===== src/rtl/store_monitor.sv =====
// Store-bus monitor: logs every store into a FIFO for host readout and flags completion.
// Optional run timeout that forces FAIL is enabled by defining STORE_MON_TIMEOUT_EN.
module store_monitor #(
    parameter int              n         = 32,
    parameter int              DEPTH     = 8,
    parameter logic [n-1:0]    PASS_ADDR = 84,
    parameter logic [n-1:0]    PASS_DATA = 32'h96,
    parameter int              TIMEOUT   = 1000
) (
    input  logic                     clk,
    input  logic                     reset,
    input  logic                     memWrite,
    input  logic [n-1:0]             dataAddr,
    input  logic [n-1:0]             writeData,
    input  logic                     pop,
    output logic                     logValid,
    output logic [n-1:0]             logAddr,
    output logic [n-1:0]             logData,
    output logic [$clog2(DEPTH):0]   count,
    output logic                     overflow,
    output logic                     done,
    output logic                     pass,
    output logic                     fail
);
    localparam int AW = $clog2(DEPTH);
    localparam int CW = AW + 1;

    typedef enum logic [1:0] {RUN, PASS, FAIL} state_t;

    state_t          state;
    logic [AW-1:0]   wr_ptr;
    logic [AW-1:0]   rd_ptr;
    logic [2*n-1:0]  mem [DEPTH];

    logic in_run;
    logic match;
    logic timeout;
    logic do_pop;
    logic do_push;
    logic full;

    assign in_run   = (state == RUN);
    assign match    = memWrite && (dataAddr == PASS_ADDR) && (writeData == PASS_DATA);
    assign full     = (count == CW'(DEPTH));
    assign logValid = (count != '0);
    assign do_pop   = pop && logValid;
    // A full FIFO still accepts a store when the head is consumed in the same cycle.
    assign do_push  = memWrite && in_run && (!full || do_pop);

    assign logAddr  = mem[rd_ptr][2*n-1:n];
    assign logData  = mem[rd_ptr][n-1:0];

    // Storage carries no reset; visibility is gated by count.
    always_ff @(posedge clk) begin
        if (do_push) begin
            mem[wr_ptr] <= {dataAddr, writeData};
        end
    end

    always_ff @(posedge clk) begin
        if (reset) begin
            wr_ptr   <= '0;
            rd_ptr   <= '0;
            count    <= '0;
            overflow <= 1'b0;
        end else begin
            if (do_push) wr_ptr <= wr_ptr + AW'(1);
            if (do_pop)  rd_ptr <= rd_ptr + AW'(1);
            if (do_push && !do_pop)      count <= count + CW'(1);
            else if (do_pop && !do_push) count <= count - CW'(1);
            if (memWrite && in_run && !do_push) overflow <= 1'b1;
        end
    end

`ifdef STORE_MON_TIMEOUT_EN
    localparam int TW = $clog2(TIMEOUT + 1);
    logic [TW-1:0] cycles;

    always_ff @(posedge clk) begin
        if (reset) begin
            cycles <= '0;
        end else if (in_run) begin
            cycles <= cycles + TW'(1);
        end
    end

    assign timeout = in_run && (cycles == TW'(TIMEOUT - 1));
    assign fail    = (state == FAIL);
`else
    // No run timer in this build; FAIL can never be entered.
    assign timeout = 1'b0 && (TIMEOUT == 0);
    assign fail    = 1'b0;
`endif

    // Completion FSM; a match on the timeout cycle resolves to PASS.
    always_ff @(posedge clk) begin
        if (reset) begin
            state <= RUN;
        end else begin
            case (state)
                RUN: begin
                    if (match)        state <= PASS;
                    else if (timeout) state <= FAIL;
                end
                default: state <= state;
            endcase
        end
    end

    assign done = (state != RUN);
    assign pass = (state == PASS);
endmodule


===== config.mk =====
export PLATFORM = sky130hd
export DESIGN_NAME = store_monitor
export DESIGN_NICKNAME = d
export VERILOG_FILES = /design/src/rtl/store_monitor.sv
export SDC_FILE = /design/constraint.sdc
export NUM_CORES = 1
export LEC_CHECK = 0
export ABC_AREA = 1
export CORE_MARGIN = 8
export CORE_UTILIZATION = 35
export CTS_CLUSTER_DIAMETER = 80
export DETAILED_ROUTE_END_ITERATION = 10
export PLACE_DENSITY = 0.61
export SLEW_MARGIN = 30
export SYNTH_ARGS = -nofsm -noshare
export SYNTH_HDL_FRONTEND = slang
export SYNTH_SLANG_ARGS = --single-unit

===== constraint.sdc =====
create_clock -name clk -period 4.5 [get_ports clk]
set_input_delay 0.45 -clock clk [delete_from_list [all_inputs] [get_ports clk]]
set_output_delay 0.45 -clock clk [all_outputs]
set_load 0.02 [all_outputs]

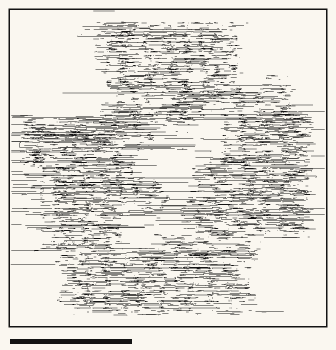
Run 1: the metal 1 layer
The bar under the picture is 100 um long.
share of all routed wire: 46%
longest straight run: 75.4 um
main direction: horizontal
wire length on this layer: 23.2 mm
nets with wire on the layer: 1693
vias: 12760
met1 Usage GRT: 20.34%
final WL: 50390 um

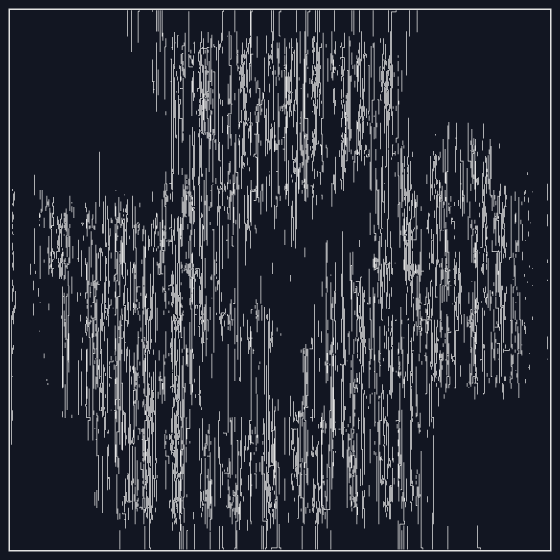
Run 1: M2 wires
longest straight run: 89.8 um
main direction: vertical
nets with wire on the layer: 1336
wire length on this layer: 23.2 mm
share of all routed wire: 46%
met2 track demand over resource: 23.01%

==> results.yml, run 1 <==
# physical design summary
synth:
  edf_count: 512
  yosysTopAreaCellShare_pct: 74.42
  ys_seq_share_pct: 75.87
  synth.distinct_cells: 29
  avgSynthCellArea_sq_um: 12.87
  yosysMostFrequentCell: "edfxtp_1"
  ff_type: "edfxtp_1"
  synth_flop_count: 527
  ys_cells: 1605
  netlist_instances: 1605
  ys.warnings.count: 0
  async_flop_share_pct: 0
  floorplan.nets: 1679
place:
  portBuffers: 139
  dpl.hpwl_um: 26880
  gp_congestion: 0.7197
timing:
  rsz0062_at_grt: "no"
  drv_slew: 0
  setup_tns_ps: 0
  period_needed_ps: 3672
  period_used_pct: 81.61
  hold_viol: 0
  setup_viol: 0
  fmax_mhz: 272.3
  tightest_slew_ps: 909.0
  clock_skew_ps: 34.03
  slew_headroom_pct: 39.40
hold_path:
  worstHoldEndpoint: "wr_ptr[0]"
  min_path_type: "reg -> reg"
  min_from: "wr_ptr[0]"
  min_path_cells: 2
global_route:
  grt_pass1_wl_um: 76040
  antenna_found_initial: 5
  grt_pass1_vias: 12410
  grt_start_max_net_pins: 164
final_layout:
  n_fill_cell: 5315
  seq_area_sq_um: 15680
  utilization_pct: 42.24
  drive_above_1_share_pct: 7.987
  syn_to_final_growth_pct: 19.97
die:
  die_x_um: 259.0
  die_h_um: 259.0
  core_util_floorplan_pct: 35.20
  pin_count: 141
  die_area_sq_um: 67060
  row_count: 89
  core_sq_um: 58690
clock_network:
  clk_root_buffer_cell: "clkbuf_16"
  clk_latency_ps: 620
  htree_levels: 2
  cts_buffers: 56
  ctsResizeCount: 0
  clock_sink_count: 527
  cts.clk_slew.worst_paths_ps: 60
  post-cts-setup-buffers: 0
  tritoncts: "built"
  hold_buffers: 0
setup_path:
  r2r_end: "mem[0][19]"
  criticalPathCategory: "reg -> out"
  crit_path_cell_trace: "inv_6, buf_4, o21ai_0, o22ai_1, nor2_1, a31oi_1, clkdlybuf4s50_1"
  cp_max_fo: 106
  worst_setup_path_start_kind: "register"
  crit_slowest_cell: "clkdlybuf4s50_1"
  r2r_start: "count[0]"
  r2r_slack_ps: 2000
  rr_worst_depth: 7
  cp_num_buf_inv: 3
  crit_required_ps: 4050
  endpoint_kind: "primary output"
power_and_ir_drop:
  powerDensity_nw_per_um2: 545.3
  p_leak_uw: 0.008097
  peakVddDrop_uv: 367.3
  total_power_uw: 13520
route:
  drc: 0
  first_iter_violations: 1060
  via_per_inst: 4.989
run_status:
  status: "finished clean"
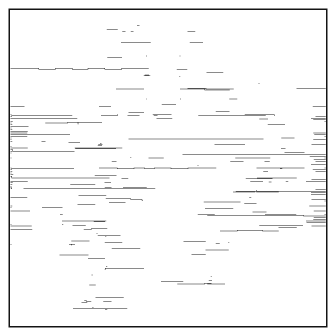
Run 1: the metal 3 layer
share of all routed wire: 6.4%
main direction: horizontal
longest straight run: 117 um
wire length on this layer: 3200 um
met3 global-route usage: 3.226%

==> run 1: registers in the layout (all words and copies together) (netlist names), named ones only <==
name / count
mem: 512
count: 4
rd_ptr: 3
wr_ptr: 3
overflow: 1
state: 1
==> run 1: cell families after synthesis <==
kind of cell	share of synthesized area [%]
flops	75.87
xor+xnor	0.2120
buf+inv	2.871
compound gates	10.38
simple gates	10.25
other cells	0.01815
fa+ha+maj	0.3997
==> run 1: report_power, final <==
part           switching [uW]  internal [uW]
logic                    2010           1150
registers                77.1           5610
clock network            1910           2760
total                    4000           9520
==> run 1: cells in the final DEF (no fill, tap or decap), drive strengths merged, types with 2 or more instances in the layout <==
| master | n |
|---|---|
| xor2 | 5 |
| buf | 29 |
| bufinv | 8 |
| inv | 21 |
| clkinvlp | 2 |
| o21ai | 259 |
| nor2 | 507 |
| dfxtp | 15 |
| diode | 6 |
| clkbuf | 63 |
| a21oi | 8 |
| clkinv | 28 |
| nand2 | 36 |
| edfxtp | 512 |
| a31oi | 64 |
| clkdlybuf4s50 | 139 |
| ha | 5 |
| o22ai | 64 |
| nand3 | 7 |
==> run 1: metal layers <==
layer	track usage, %	part of all wire (%)	vias up
met5	0	0.020	-
met4	3.796	1.6	2
met1	20.34	46	6294
li1	-	-	6081
met2	23.01	46	319
met3	3.226	6.3	60
==> run 1: layout make-up <==
cell class | instances | share of cell area (%)
Inverter | 16 | 0.2827
Tap cell | 773 | 3.902
Sequential cell | 527 | 63.27
Clock buffer | 63 | 5.760
Timing Repair Buffer | 168 | 6.911
Multi-Input combinational cell | 961 | 17.96
Clock inverter | 43 | 1.853
Antenna cell | 6 | 0.06058
==> run 1: worst min-delay path, delay by kind of cell, from the launching register on <==
family	cells	cell delay, ps
flops	1	320
simple gates	1	60
compound gates	1	60
==> run 1: worst max-delay path by stage <==
stage / to / slack [ps] / startpoint / cells past startpoint
floorplan: mem[0][0] / 300 / count[0] / 6
global placement: logAddr[16] / 1290 / register / 6
detailed placement: logAddr[16] / 1310 / register / 6
CTS: logAddr[16] / 620 / register / 6
global route: logData[4] / 590 / register / 6
finish: logData[26] / 830 / register / 7
==> run 1: per-stage QoR <==
step | instances | area [sq um] | hold slack [ps] | setup slack, ps
after global placement | 2445 | 22880 | 461.9 | 1293
after detailed placement | 2445 | 22880 | 470.2 | 1307
after global routing | 2551 | 24770 | 526.7 | 587.0
after CTS | 2551 | 24770 | 494.2 | 617.7
after floorplan | 1605 | 20660 | 458.8 | 300.6
final | 2557 | 24790 | 493.0 | 827.7
## Run 2: what changed since run 1
clock period = 3.7 ns   (was 4.5 ns; I/O delays follow)
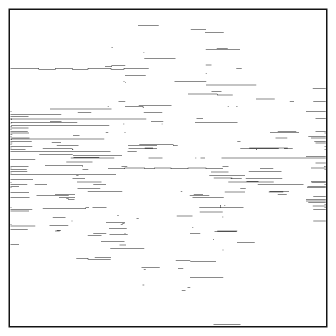
Run 2: the metal 3 layer
nets with wire on the layer: 137
main direction: horizontal
longest straight run: 110 um
final WL: 50390 um
vias: 12870

==> run 2 against run 1 <==
Effect of this change: via count is 0.89% higher; wire length is essentially flat; count of clock-buffer cells in the layout increased by 8; worst setup slack got worse by 560 ps; first-iteration DRC count fell by 10%; clock skew down 24 ps; final cell count grew 0.12%; largest cell class unchanged; non-clock buffer count up 12; area after synthesis unchanged; combinational power grew 24%.
==> results.yml, run 2 <==
# physical design summary
global_route:
  antenna_found_initial: 7
  grt_start_max_net_pins: 123
final_layout:
  fin_cells: 2560
  n_fill_cell: 5339
  largest_reg_flops: 512
  drive_above_1_share_pct: 7.632
route:
  drc: 0
  first_iter_violations: 952
setup_path:
  crit_required_ps: 3330
  cp_max_fo: 42
  r2r_start: "count[0]"
  criticalPathCategory: "reg -> out"
  r2r_end: "mem[1][14]"
place:
  portBuffers: 139
  place_inst: 2457
clock_network:
  htree_levels: 2
  tritoncts: "built"
  cts_buffers: 54
  cts.clk_slew.worst_paths_ps: 60
timing:
  slew_headroom_pct: 50.12
  period_needed_ps: 3433
  tightest_slew_ps: 748.2
  setup_viol: 0
  hold_viol: 0
  fmax_mhz: 291.3
hold_path:
  min_from: "pop"
die:
  die_h_um: 259.0
  row_count: 89
  die_area_sq_um: 67060
  core_util_floorplan_pct: 35.20
power_and_ir_drop:
  total_power_uw: 15950
  peakVddDrop_uv: 362.5
synth:
  async_flop_share_pct: 0
  avgSynthCellArea_sq_um: 12.87
  synth.distinct_cells: 29
run_status:
  status: "finished clean"
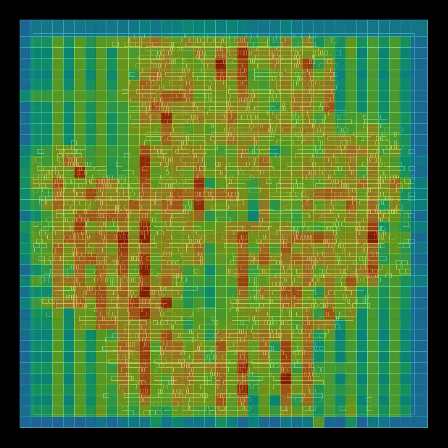
Run 2: track usage over the die
GRT Total Usage: 14.66%
met1 Usage GRT: 20.47%
met2 track demand over resource: 22.86%
post-DR wirelength/cell: 19.68 um

-- run 2: power by group --
part           leakage (uW)  internal [uW]  switching (uW)  total (uW)
logic               0.00248           1470            2450        3930
clock network      0.000795           2860            2210        5080
registers           0.00477           6820             122        6950
-- run 2: kinds of logic after synthesis --
group	share of synthesized area (%)
flops	75.87
simple gates	10.25
other cells	0.01815
xor+xnor	0.2120
fa+ha+maj	0.3997
buf+inv	2.871
compound gates	10.38
-- run 2: metrics by stage --
step	setup TNS, ps	setup slack (ps)	hold WS (ps)	instance area (sq um)
finish	0	266.6	474.6	24700
global placement	0	873.0	458.4	23060
detailed placement	0	857.9	472.9	23060
floorplan	-127850	-499.4	446.1	20670
CTS	0	200.2	433.1	24680
global route	0	99.64	475.6	24690
-- run 2: worst max path at each step --
stage	to	slack, ps	cells past startpoint
after floorplan	mem[0][0]	-500	6
after global placement	logAddr[8]	870	6
after detailed placement	logAddr[8]	860	6
after CTS	logAddr[8]	200	6
after global routing	logAddr[13]	100	6
final	logAddr[8]	270	7
-- run 2: critical path, cell delays in order (launching register included) --
cell and delay, ps:
dfxtp_4 510, inv_4 310, buf_12 260, o21ai_0 130, o22ai_1 150, nor2_1 60
a31oi_1 280, clkdlybuf4s50_1 680
-- run 2: layout make-up --
type	count	area share (%)
sequential	527	63.50
multi-input combinational	961	18.03
timing repair buffer	180	7.640
clock buffer	71	5.816
tap	773	3.916
clock inverter	27	0.7650
inverter	16	0.2837
antenna	5	0.05066
-- run 2: per-layer routing --
metal | track usage (%) | vias to the layer above | wire length (um)
li1 | - | 6098 | -
met1 | 20.47 | 6368 | 23200
met2 | 22.86 | 330 | 22910
met3 | 3.460 | 70 | 3342
met4 | 3.906 | 4 | 913
met5 | 0 | - | 27
Power and IR drop assume default switching activity.
